===== config.mk =====
export PLATFORM = sky130hd
export DESIGN_NAME = mdu_hilo
export DESIGN_NICKNAME = d
export VERILOG_FILES = /design/src/rtl/mdu_hilo_pkg.sv /design/src/rtl/mdu_hilo_div_step.sv /design/src/rtl/mdu_hilo.sv
export SDC_FILE = /design/constraint.sdc
export NUM_CORES = 1
export LEC_CHECK = 0
export CAP_MARGIN = 0
export CORE_ASPECT_RATIO = 2
export CORE_MARGIN = 5
export CORE_UTILIZATION = 45
export CTS_CLUSTER_DIAMETER = 120
export DETAILED_ROUTE_END_ITERATION = 10
export PLACE_DENSITY_LB_ADDON = 0.25
export SETUP_SLACK_MARGIN = 0.15
export SLEW_MARGIN = 0
export SYNTH_ARGS = -nofsm -noshare
export SYNTH_HDL_FRONTEND = slang
export SYNTH_HIERARCHICAL = 1
export SYNTH_SLANG_ARGS = --single-unit

===== constraint.sdc =====
create_clock -name clk -period 5.4 [get_ports clk]
set_input_delay 1.35 -clock clk [delete_from_list [all_inputs] [get_ports clk]]
set_output_delay 1.35 -clock clk [all_outputs]
set_load 0.01 [all_outputs]

===== src/rtl/mdu_hilo_pkg.sv =====
// Shared types and constants for the HI/LO multiply/divide unit.
package mdu_pkg;

  // Operation codes presented on the op port; codes 6 and 7 are unused.
  typedef enum logic [2:0] {
    MDU_MULT  = 3'd0,
    MDU_MULTU = 3'd1,
    MDU_DIV   = 3'd2,
    MDU_DIVU  = 3'd3,
    MDU_MTHI  = 3'd4,
    MDU_MTLO  = 3'd5
  } mdu_op_e;

  // Control states of the iterative engine.
  typedef enum logic [1:0] {
    IDLE = 2'd0,
    RUN  = 2'd1,
    FIX  = 2'd2
  } mdu_state_e;

  // Number of shift-add / restoring steps per operation.
  localparam int unsigned MDU_ITER = 32;

  // Quotient delivered on divide by zero.
  localparam logic [31:0] MDU_DIV0_Q = 32'hFFFF_FFFF;

endpackage


===== src/rtl/mdu_hilo_div_step.sv =====
// One restoring-division step: shift the next dividend bit into the partial
// remainder and subtract the divisor when it fits.
module mdu_div_step #(
  parameter int W = 32
) (
  input  logic [W-1:0] rem_i,
  input  logic         bit_i,
  input  logic [W-1:0] divisor_i,
  output logic [W-1:0] rem_o,
  output logic         qbit_o
);

  logic [W:0]   trial_s;
  logic [W-1:0] diff_s;

  assign trial_s = {rem_i, bit_i};
  // When the subtraction is taken the result is below the divisor, so W bits suffice.
  assign diff_s  = trial_s[W-1:0] - divisor_i;

  // Choose between the restored and the reduced remainder.
  always_comb begin
    rem_o  = trial_s[W-1:0];
    qbit_o = 1'b0;
    if (trial_s >= {1'b0, divisor_i}) begin
      rem_o  = diff_s;
      qbit_o = 1'b1;
    end else begin
      rem_o  = trial_s[W-1:0];
      qbit_o = 1'b0;
    end
  end

endmodule


===== src/rtl/mdu_hilo.sv =====
// Iterative multiply/divide unit with architectural HI/LO registers.
// Operands are reduced to magnitudes on acceptance, processed for MDU_ITER
// steps in RUN, and sign-corrected/special-cased in FIX.
// Optional build macro MDU_FAST_MULT_EN: MULT/MULTU form the 64-bit product in
// one cycle and go straight from IDLE to FIX; division is unaffected.
module mdu_hilo
  import mdu_pkg::*;
#(
  parameter int XLEN  = 32,
  parameter int CNT_W = 5
) (
  input  logic            clk,
  input  logic            rst_n,
  input  logic            start,
  input  logic [2:0]      op,
  input  logic [XLEN-1:0] rs_data,
  input  logic [XLEN-1:0] rt_data,
  output logic            busy,
  output logic            done,
  output logic [XLEN-1:0] hi,
  output logic [XLEN-1:0] lo
);

  mdu_state_e            state_q, state_d;
  logic [CNT_W-1:0]      cnt_q, cnt_d;
  // acc holds {partial product, multiplier} or {partial remainder, dividend/quotient}.
  logic [2*XLEN-1:0]     acc_q, acc_d;
  // Multiplicand magnitude for multiply, divisor magnitude for divide.
  logic [XLEN-1:0]       opb_q, opb_d;
  // Raw rs kept for the divide-by-zero remainder.
  logic [XLEN-1:0]       rs_q, rs_d;
  logic                  is_div_q, is_div_d;
  logic                  qneg_q, qneg_d;
  logic                  rneg_q, rneg_d;
  logic                  div0_q, div0_d;
  logic                  ovf_q, ovf_d;
  logic [XLEN-1:0]       hi_q, hi_d;
  logic [XLEN-1:0]       lo_q, lo_d;
  logic                  busy_q, busy_d;
  logic                  done_q, done_d;

  logic                  signed_op_s;
  logic [XLEN-1:0]       mag_rs_s, mag_rt_s;
  logic [XLEN:0]         mul_sum_s;
  logic [2*XLEN-1:0]     acc_neg_s;
  logic [XLEN-1:0]       lo_neg_s, hi_neg_s;
  logic [XLEN-1:0]       step_rem_s;
  logic                  step_qbit_s;

  localparam logic [XLEN-1:0]  INT_MIN   = {1'b1, {(XLEN-1){1'b0}}};
  localparam logic [XLEN-1:0]  ALL_ONES  = {XLEN{1'b1}};
  localparam logic [CNT_W-1:0] CNT_LAST  = CNT_W'(MDU_ITER - 1);
  localparam logic [CNT_W-1:0] CNT_ONE   = {{(CNT_W-1){1'b0}}, 1'b1};

  assign signed_op_s = (op == MDU_MULT) || (op == MDU_DIV);
  assign mag_rs_s    = (signed_op_s && rs_data[XLEN-1]) ? ({XLEN{1'b0}} - rs_data) : rs_data;
  assign mag_rt_s    = (signed_op_s && rt_data[XLEN-1]) ? ({XLEN{1'b0}} - rt_data) : rt_data;

  // Shift-add: add the multiplicand into the upper half when the current multiplier bit is set.
  assign mul_sum_s = {1'b0, acc_q[2*XLEN-1:XLEN]} +
                     (acc_q[0] ? {1'b0, opb_q} : {(XLEN+1){1'b0}});

  assign acc_neg_s = {(2*XLEN){1'b0}} - acc_q;
  assign lo_neg_s  = {XLEN{1'b0}} - acc_q[XLEN-1:0];
  assign hi_neg_s  = {XLEN{1'b0}} - acc_q[2*XLEN-1:XLEN];

  mdu_div_step #(.W(XLEN)) u_div_step (
    .rem_i     (acc_q[2*XLEN-1:XLEN]),
    .bit_i     (acc_q[XLEN-1]),
    .divisor_i (opb_q),
    .rem_o     (step_rem_s),
    .qbit_o    (step_qbit_s)
  );

  // Next-state, datapath and HI/LO update logic.
  always_comb begin
    state_d  = state_q;
    cnt_d    = cnt_q;
    acc_d    = acc_q;
    opb_d    = opb_q;
    rs_d     = rs_q;
    is_div_d = is_div_q;
    qneg_d   = qneg_q;
    rneg_d   = rneg_q;
    div0_d   = div0_q;
    ovf_d    = ovf_q;
    hi_d     = hi_q;
    lo_d     = lo_q;
    done_d   = 1'b0;

    case (state_q)
      IDLE: begin
        if (start) begin
          case (op)
            MDU_MULT, MDU_MULTU: begin
              is_div_d = 1'b0;
              qneg_d   = signed_op_s & (rs_data[XLEN-1] ^ rt_data[XLEN-1]);
              rneg_d   = 1'b0;
              div0_d   = 1'b0;
              ovf_d    = 1'b0;
              rs_d     = rs_data;
              opb_d    = mag_rs_s;
              cnt_d    = {CNT_W{1'b0}};
`ifdef MDU_FAST_MULT_EN
              acc_d    = {{XLEN{1'b0}}, mag_rs_s} * {{XLEN{1'b0}}, mag_rt_s};
              state_d  = FIX;
`else
              acc_d    = {{XLEN{1'b0}}, mag_rt_s};
              state_d  = RUN;
`endif
            end
            MDU_DIV, MDU_DIVU: begin
              is_div_d = 1'b1;
              qneg_d   = signed_op_s & (rs_data[XLEN-1] ^ rt_data[XLEN-1]);
              rneg_d   = signed_op_s & rs_data[XLEN-1];
              div0_d   = (rt_data == {XLEN{1'b0}});
              ovf_d    = (op == MDU_DIV) && (rs_data == INT_MIN) && (rt_data == ALL_ONES);
              rs_d     = rs_data;
              opb_d    = mag_rt_s;
              acc_d    = {{XLEN{1'b0}}, mag_rs_s};
              cnt_d    = {CNT_W{1'b0}};
              state_d  = RUN;
            end
            MDU_MTHI: begin
              hi_d = rs_data;
            end
            MDU_MTLO: begin
              lo_d = rs_data;
            end
            default: begin
              state_d = IDLE;
            end
          endcase
        end else begin
          state_d = IDLE;
        end
      end

      RUN: begin
        cnt_d = cnt_q + CNT_ONE;
        if (is_div_q) begin
          acc_d = {step_rem_s, acc_q[XLEN-2:0], step_qbit_s};
        end else begin
          acc_d = {mul_sum_s, acc_q[XLEN-1:1]};
        end
        if (cnt_q == CNT_LAST) begin
          state_d = FIX;
        end else begin
          state_d = RUN;
        end
      end

      FIX: begin
        state_d = IDLE;
        done_d  = 1'b1;
        cnt_d   = {CNT_W{1'b0}};
        if (is_div_q) begin
          if (div0_q) begin
            lo_d = MDU_DIV0_Q;
            hi_d = rs_q;
          end else if (ovf_q) begin
            lo_d = INT_MIN;
            hi_d = {XLEN{1'b0}};
          end else begin
            lo_d = qneg_q ? lo_neg_s : acc_q[XLEN-1:0];
            hi_d = rneg_q ? hi_neg_s : acc_q[2*XLEN-1:XLEN];
          end
        end else begin
          {hi_d, lo_d} = qneg_q ? acc_neg_s : acc_q;
        end
      end

      default: begin
        state_d = IDLE;
      end
    endcase

    busy_d = (state_d != IDLE);
  end

  // State, datapath and output registers; reset aborts any operation in flight.
  always_ff @(posedge clk or negedge rst_n) begin
    if (!rst_n) begin
      state_q  <= IDLE;
      cnt_q    <= {CNT_W{1'b0}};
      acc_q    <= {(2*XLEN){1'b0}};
      opb_q    <= {XLEN{1'b0}};
      rs_q     <= {XLEN{1'b0}};
      is_div_q <= 1'b0;
      qneg_q   <= 1'b0;
      rneg_q   <= 1'b0;
      div0_q   <= 1'b0;
      ovf_q    <= 1'b0;
      hi_q     <= {XLEN{1'b0}};
      lo_q     <= {XLEN{1'b0}};
      busy_q   <= 1'b0;
      done_q   <= 1'b0;
    end else begin
      state_q  <= state_d;
      cnt_q    <= cnt_d;
      acc_q    <= acc_d;
      opb_q    <= opb_d;
      rs_q     <= rs_d;
      is_div_q <= is_div_d;
      qneg_q   <= qneg_d;
      rneg_q   <= rneg_d;
      div0_q   <= div0_d;
      ovf_q    <= ovf_d;
      hi_q     <= hi_d;
      lo_q     <= lo_d;
      busy_q   <= busy_d;
      done_q   <= done_d;
    end
  end

  assign busy = busy_q;
  assign done = done_q;
  assign hi   = hi_q;
  assign lo   = lo_q;

endmodule


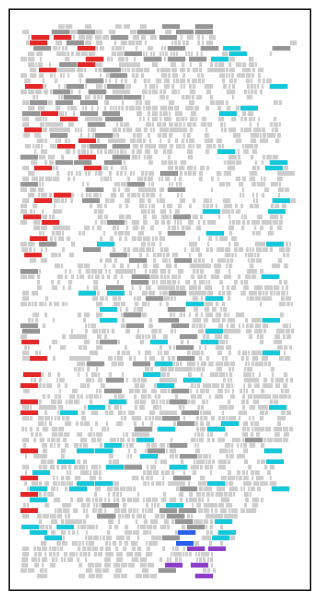
**Above:** run 1 (where the registers sit).
(2 px per micron) Other sequential cells in the stronger grey, the rest of the logic in the fainter grey.
- red: lo (flops 32; where a column on the left)
- purple: cnt_q (flops 5)
- cyan: acc_q (flops 64; where widely spread)
- blue: state_q (flops 2)
final core occ: 52.4%
sequential cell area: 5160 sq um

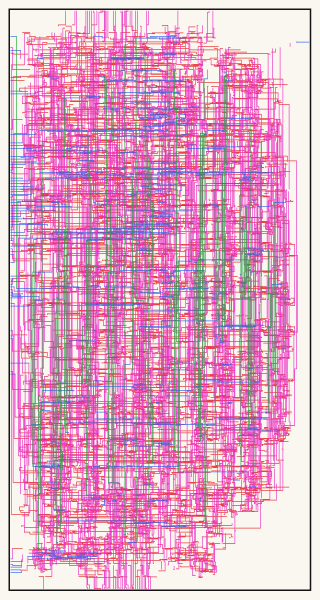
**Above:** run 1 (wiring by layer).
(2 px per micron)
- blue: metal 3 (wire length 4460 microns)
- red: metal 1 (wire length 25.9 mm)
- green: metal 4 (wire length 8230 microns)
- magenta: metal 2 (wire length 39.7 mm)
WL final: 78300 microns
DR vias: 18.2k
GRT Util Overall: 35.5%

==> results_dict.tcl, run 1 <==
# place-and-route summary
set metrics [dict create \
    final_antenna_net_count 0 \
    worst_hold_path_type "reg -> reg" \
    wl_per_cell_microns 27.4 \
    largest_class "combinational gates" \
    setup_viol 0 \
    logic_gate_count 1830 \
    holdPathEnd "rs_q[16]" \
    powerDensity_nw_per_um2 706 \
    syn_area_sq_um 17600 \
    final_common_cell "nand2_1" \
    cts_tree "done" \
    htreeDepth 1 \
    grt_max_degree 96 \
    maxCapViolCount 0 \
    final-instance-count-excl-fill 2853 \
    io_pins 136 \
    die_area_sq_um 43400 \
    nets 2460 \
    ir_drop_v 0.000330 \
    die_x_microns 150 \
    status "completed" \
    timing.rr.end "acc_q[62]" \
    critPathLaunch "acc_q[0]" \
    flop_cell "dfrtp_1" \
    clkLatencyLatePin_ns 0.54 \
    maxSlewViolCount 0 \
    slowest_delay_ns 0.84 \
    clock_buffers 29 \
    pre_cts_ws_ns 0.559 \
    cts_max_path_buffers 3 \
    clockNetworkAreaShare_pct 4.04 \
    sh_comb_area_pct 57.2 \
    fill_cells 3738 \
    edf_count 0 \
    syn_nets 2412 \
    gp_congestion 0.987 \
    p_int_w 0.00718 \
    clockRootBuffer "clkbuf_16" \
    cp_max_fo 20 \
    yosysChipArea_sq_um 17600 \
    die_h_microns 290 \
    vias_per_cell 6.38 \
    hold_viol 0 \
    rows 102 \
    fp_util_pct 45.5 \
    critPathSlowestCell "dfrtp_1" \
    drc_errors 0 \
    crit_end "acc_q[62]" \
    slew_headroom_pct 4.58 \
    end_kind "flip-flop" \
    grt-ovfl-total 0 \
    ys_cells 2269 \
    period_needed_ns 4.53 \
    max_freq_ghz 0.221 \
    power.leakage_nw 8.28 \
    clk_pin_slew_ns 0.07 \
    hold_path_depth 2 \
    async_reset_ff_share_pct 100 \
    p_sw_w 0.00711 \
    firstDrtPassIters 5 \
    clockPowerShare_pct 12.5 \
    r2r_slack_ns 0.87 \
    netlist-cell-type-count 87 \
    n_all_inverters 67 \
    p_sw_share_pct 49.7 \
    cp-start-kind "flip-flop" \
    hold_ws_ns 0.484 \
    grt_pass1_wl_microns 115000 \
]
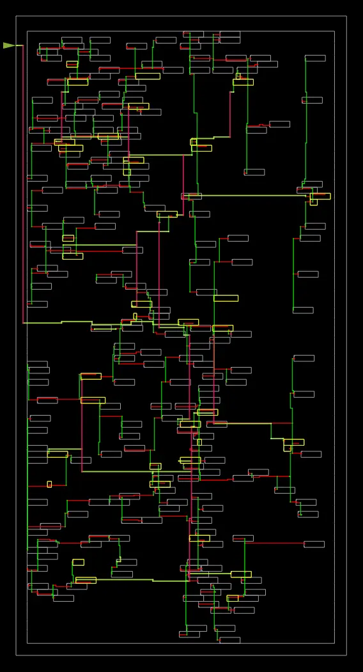
**Above:** run 1 (clock routing).
Flops: 206
Clk. pwr: 0.00178 W

## run 1: critical path: cells and delay by family, from the launching register on
kind | cells | cell delay [ns]
AOI/OAI and AO/OA | 7 | 2.36
DFF | 1 | 0.84
xor gates and xnor gates | 1 | 0.16
adders and majority gates | 1 | 0.28
and+or+nand+nor | 2 | 0.34
buffers and inverters | 1 | 0.38
## run 1: cell usage after synthesis (6+ instances only)
| library cell | count | area share (%) |
|---|---|---|
| a22oi_1 | 6 | 0.26 |
| and2_1 | 44 | 1.6 |
| nand4_1 | 28 | 0.99 |
| nor4_1 | 20 | 0.71 |
| buf_1 | 7 | 0.15 |
| xor2_1 | 97 | 4.8 |
| or3_1 | 22 | 0.78 |
| o21ai_1 | 13 | 0.37 |
| ha_1 | 71 | 5.0 |
| o211a_1 | 6 | 0.34 |
| mux2_4 | 9 | 0.77 |
| o211ai_1 | 20 | 0.85 |
| mux2_2 | 21 | 1.3 |
| nor3b_1 | 6 | 0.26 |
| nor3_1 | 50 | 1.4 |
| nor2b_1 | 11 | 0.39 |
| a21oi_1 | 180 | 5.1 |
| a221oi_1 | 24 | 1.2 |
| and3_1 | 11 | 0.39 |
| inv_1 | 65 | 1.4 |
| o31ai_1 | 36 | 1.5 |
| o21ai_0 | 228 | 6.5 |
| a22o_1 | 11 | 0.55 |
| o221ai_1 | 6 | 0.30 |
| mux2i_1 | 40 | 2.3 |
| a21o_1 | 27 | 1.2 |
| o21a_1 | 8 | 0.34 |
| xnor2_1 | 102 | 5.1 |
| or4_1 | 15 | 0.64 |
| nor2_1 | 173 | 3.7 |
| a32oi_1 | 7 | 0.35 |
| dfrtp_1 | 206 | 29 |
| clkbuf_1 | 149 | 3.2 |
| a31oi_1 | 21 | 0.75 |
| a211oi_1 | 44 | 1.9 |
| o21bai_1 | 9 | 0.38 |
| nand2_1 | 305 | 6.5 |
| or2_2 | 7 | 0.25 |
| o41ai_1 | 15 | 0.75 |
| nand3_1 | 51 | 1.4 |
| buf_2 | 7 | 0.20 |
| nand2b_1 | 17 | 0.60 |
## run 1: through the flow
stage / total power [W] / instance area (sq um)
finish: 0.0143 / 20200
global route: 0.0151 / 20200
CTS: 0.0141 / 20200
detailed placement: 0.0123 / 19400
global placement: 0.0121 / 19400
floorplan: 0.00922 / 17600
## run 1: kinds of logic after synthesis
| logic type | after synthesis | share of synthesized area (%) |
|---|---|---|
| and+or+nand+nor | 783 | 21.0 |
| AOI/OAI and AO/OA | 705 | 25.0 |
| buffers and inverters | 233 | 5.19 |
| DFF | 206 | 29.3 |
| xor gates and xnor gates | 199 | 9.90 |
| adders and majority gates | 73 | 5.27 |
| muxes | 70 | 4.38 |
## run 1: routing by layer
layer | vias to the layer above | wire length [microns] | track usage, % | part of all wire (%)
li1 | 8215 | - | - | -
met2 | 888 | 39700 | 63.3 | 51
met5 | - | 0 | 0 | 0
met4 | 0 | 8230 | 29.5 | 11
met3 | 302 | 4460 | 4.96 | 5.7
met1 | 8787 | 25900 | 36.0 | 33
## run 1: state kept, by name (all words and copies together) (netlist names), 2 cells and up
signal	flops
lo	32
opb_q	32
cnt_q	5
rs_q	32
acc_q	64
hi	32
state_q	2
**Run 1: the metal 4 layer**

(2 px per micron) Supply wires on this layer in grey. Cells faint in the background.
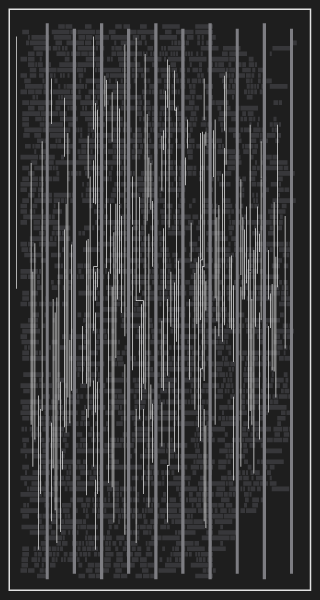

==> run 2, diff against run 1 <==
clock period = 3.72 ns   (was 5.4 ns; I/O delays follow)
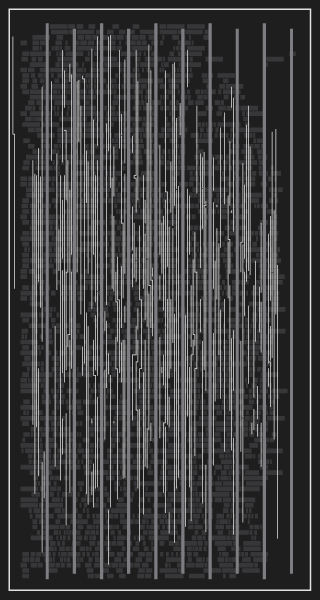
**Above:** run 2 (the metal 4 layer).
(2 px per micron) Supply wires on this layer in grey. Cells faint in the background.
- wire length on this layer: 10500 microns
- longest straight run: 160 microns
- share of all routed wire: 13%
WL final: 80200 microns
DR vias: 19.1k

==> run 2 against run 1 <==
  * Count of clock-buffer cells in the layout increased by 2
  * Worst setup slack got worse by 0.77 ns
  * Power increased by 55%
  * Combinational power increased by 71%
  * Hold slack got worse by 0.093 ns
  * Routed wire length increased by 2.4%
  * Register-to-register slack got worse by 0.77 ns
  * Critical path type unchanged
  * Critical endpoint is now acc_q[60]
  * Largest power group unchanged
==> results_dict.tcl, run 2 <==
# place-and-route summary
set metrics [dict create \
    hold_viol 0 \
    yosysChipArea_sq_um 17600 \
    yosys-top-cells-count "nand2_1 (305), o21ai_0 (228), dfrtp_1 (206)" \
    async_reset_ff_share_pct 100 \
    ir_drop_v 0.000456 \
    top_area_cell "dfrtp_1" \
    final_antenna_net_count 0 \
    fp_util_pct 45.5 \
    final_common_cell "nand2_1" \
    timing.rr.end "acc_q[60]" \
    setup_viol 0 \
    grt-ovfl-total 0 \
    p_sw_share_pct 49.2 \
    gp_congestion 1.05 \
    edf_count 0 \
    largest_reg_flops 64 \
    yosysTopAreaCellShare_pct 29.3 \
    ys_cells 2269 \
    clockRootBuffer "clkbuf_16" \
    grt_pass1_wl_microns 118000 \
    p_sw_w 0.0109 \
    r2r_slack_ns 0.10 \
    power.leakage_nw 9.15 \
    maxCapViolCount 0 \
    clockPowerShare_pct 10.1 \
    netlist-cell-type-count 87 \
    worst_hold_path_type "in -> async" \
    clk_pin_slew_ns 0.07 \
    die_h_microns 290 \
    slew_headroom_pct 22.0 \
    grt_max_degree 92 \
    firstDrtPassIters 6 \
    syn_area_sq_um 17600 \
    fin_total_pwr_w 0.0221 \
    die_x_microns 150 \
    flop_cell "dfrtp_1" \
    status "completed" \
    period_needed_ns 3.62 \
    topCellsByArea "dfrtp_1 (29%), nand2_1 (6.5%), o21ai_0 (6.5%)" \
    cp_max_fo 16 \
    cts_tree "done" \
    drc_errors 0 \
    top_register "acc_q" \
    htreeDepth 1 \
    die_area_sq_um 43400 \
    wl_per_cell_microns 26.4 \
    io_pins 136 \
    p_int_w 0.0112 \
    cts_max_path_buffers 3 \
    nets 2640 \
    end_kind "flip-flop" \
    clkLatencyLatePin_ns 0.54 \
    fill_cells 3637 \
    rows 102 \
    maxSlewViolCount 0 \
]
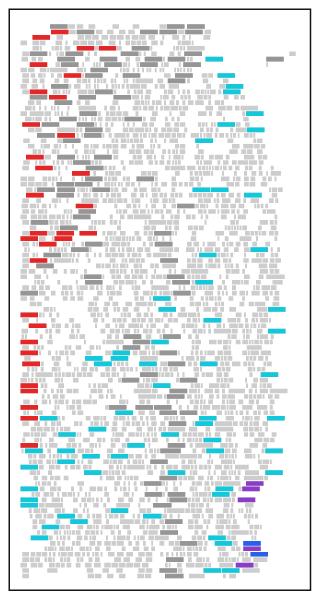
**Above:** run 2 (where the registers sit).
(2 px per micron) Other sequential cells in the stronger grey, the rest of the logic in the fainter grey.
- purple: cnt_q (flops 5; where lower right)
- red: lo (flops 32)
- cyan: acc_q (flops 64; where widely spread)
- blue: state_q (flops 2)
- not coloured: 103

run 2: timing repair:
item | 4_1_cts | 5_1_grt
endpoints found under the setup margin | 10 | 37
setup buffers | 1 | 5
endpoints found under the hold margin | 0 | 0
hold buffers | 0 | 0
resized | 15 | 44
pin swaps | 3 | 14
run 2: critical path, cell delays in order (launching register included):
cell	delay [ns]
dfrtp_2	0.44
buf_6	0.17
and2_1	0.17
ha_4	0.23
a21oi_1	0.24
o21ai_1	0.30
buf_4	0.27
o31ai_1	0.48
nand4b_1	0.21
a21o_1	0.25
a21oi_1	0.23
xor2_1	0.33
o211ai_1	0.12
run 2: power by group through the flow:
stage | registers (W) | clock network, W | logic [W]
final | 0.00459 | 0.00223 | 0.0153
after global routing | 0.00469 | 0.00232 | 0.0164
after detailed placement | 0.00454 | 0 | 0.0144
after floorplan | 0.00432 | 0 | 0.00906
after CTS | 0.00453 | 0.00225 | 0.0146
after global placement | 0.00453 | 0 | 0.0142
run 2: logic make-up after synthesis:
family / Yosys count / share of synthesized area (%)
mux: 70 / 4.38
flops: 206 / 29.3
compound gates: 705 / 25.0
xor+xnor: 199 / 9.90
simple gates: 783 / 21.0
buf+inv: 233 / 5.19
fa+ha+maj: 73 / 5.27
run 2: area by class of cell:
cell class	instances	area, sq um	area share (%)
multi-input combinational	1830	11900	54.2
antenna	3	7.51	0.0343
clock buffer	31	646	2.95
inverter	67	254	1.16
clock inverter	7	46.3	0.211
sequential	206	5160	23.6
timing repair buffer	370	3260	14.9
tap	520	651	2.97
run 2: metrics by stage:
step | instances | area [sq um] | setup WS, ns | hold WS [ns] | utilization, %
floorplan | 2269 | 17600 | 0.339 | 0.446 | -
global placement | 2987 | 20900 | -0.212 | 0.460 | 53.9
detailed placement | 2987 | 20900 | -0.275 | 0.463 | 53.9
CTS | 3026 | 21600 | 0.145 | 0.402 | 55.9
global route | 3031 | 21900 | 0.0434 | 0.428 | 56.6
finish | 3034 | 21900 | 0.103 | 0.391 | 56.6
run 2: metal layers:
layer | GRT usage, % | share of wire [%]
met1 | 36.0 | 31
met2 | 62.6 | 49
met3 | 5.59 | 6.6
met4 | 37.2 | 13
met5 | 0 | 0.026
run 2: worst max path at each step:
stage / slack, ns / to / startpoint / cells after the start
final: 0.10 / acc_q[60] / acc_q[0] / 12
after global routing: 0.04 / acc_q[60] / acc_q[0] / 12
after detailed placement: -0.27 / acc_q[28] / rt_data[11] / 10
after CTS: 0.14 / acc_q[63] / acc_q[0] / 14
after floorplan: 0.34 / acc_q[63] / acc_q[0] / 14
after global placement: -0.21 / acc_q[28] / rt_data[11] / 10
Power and IR drop assume default switching activity.
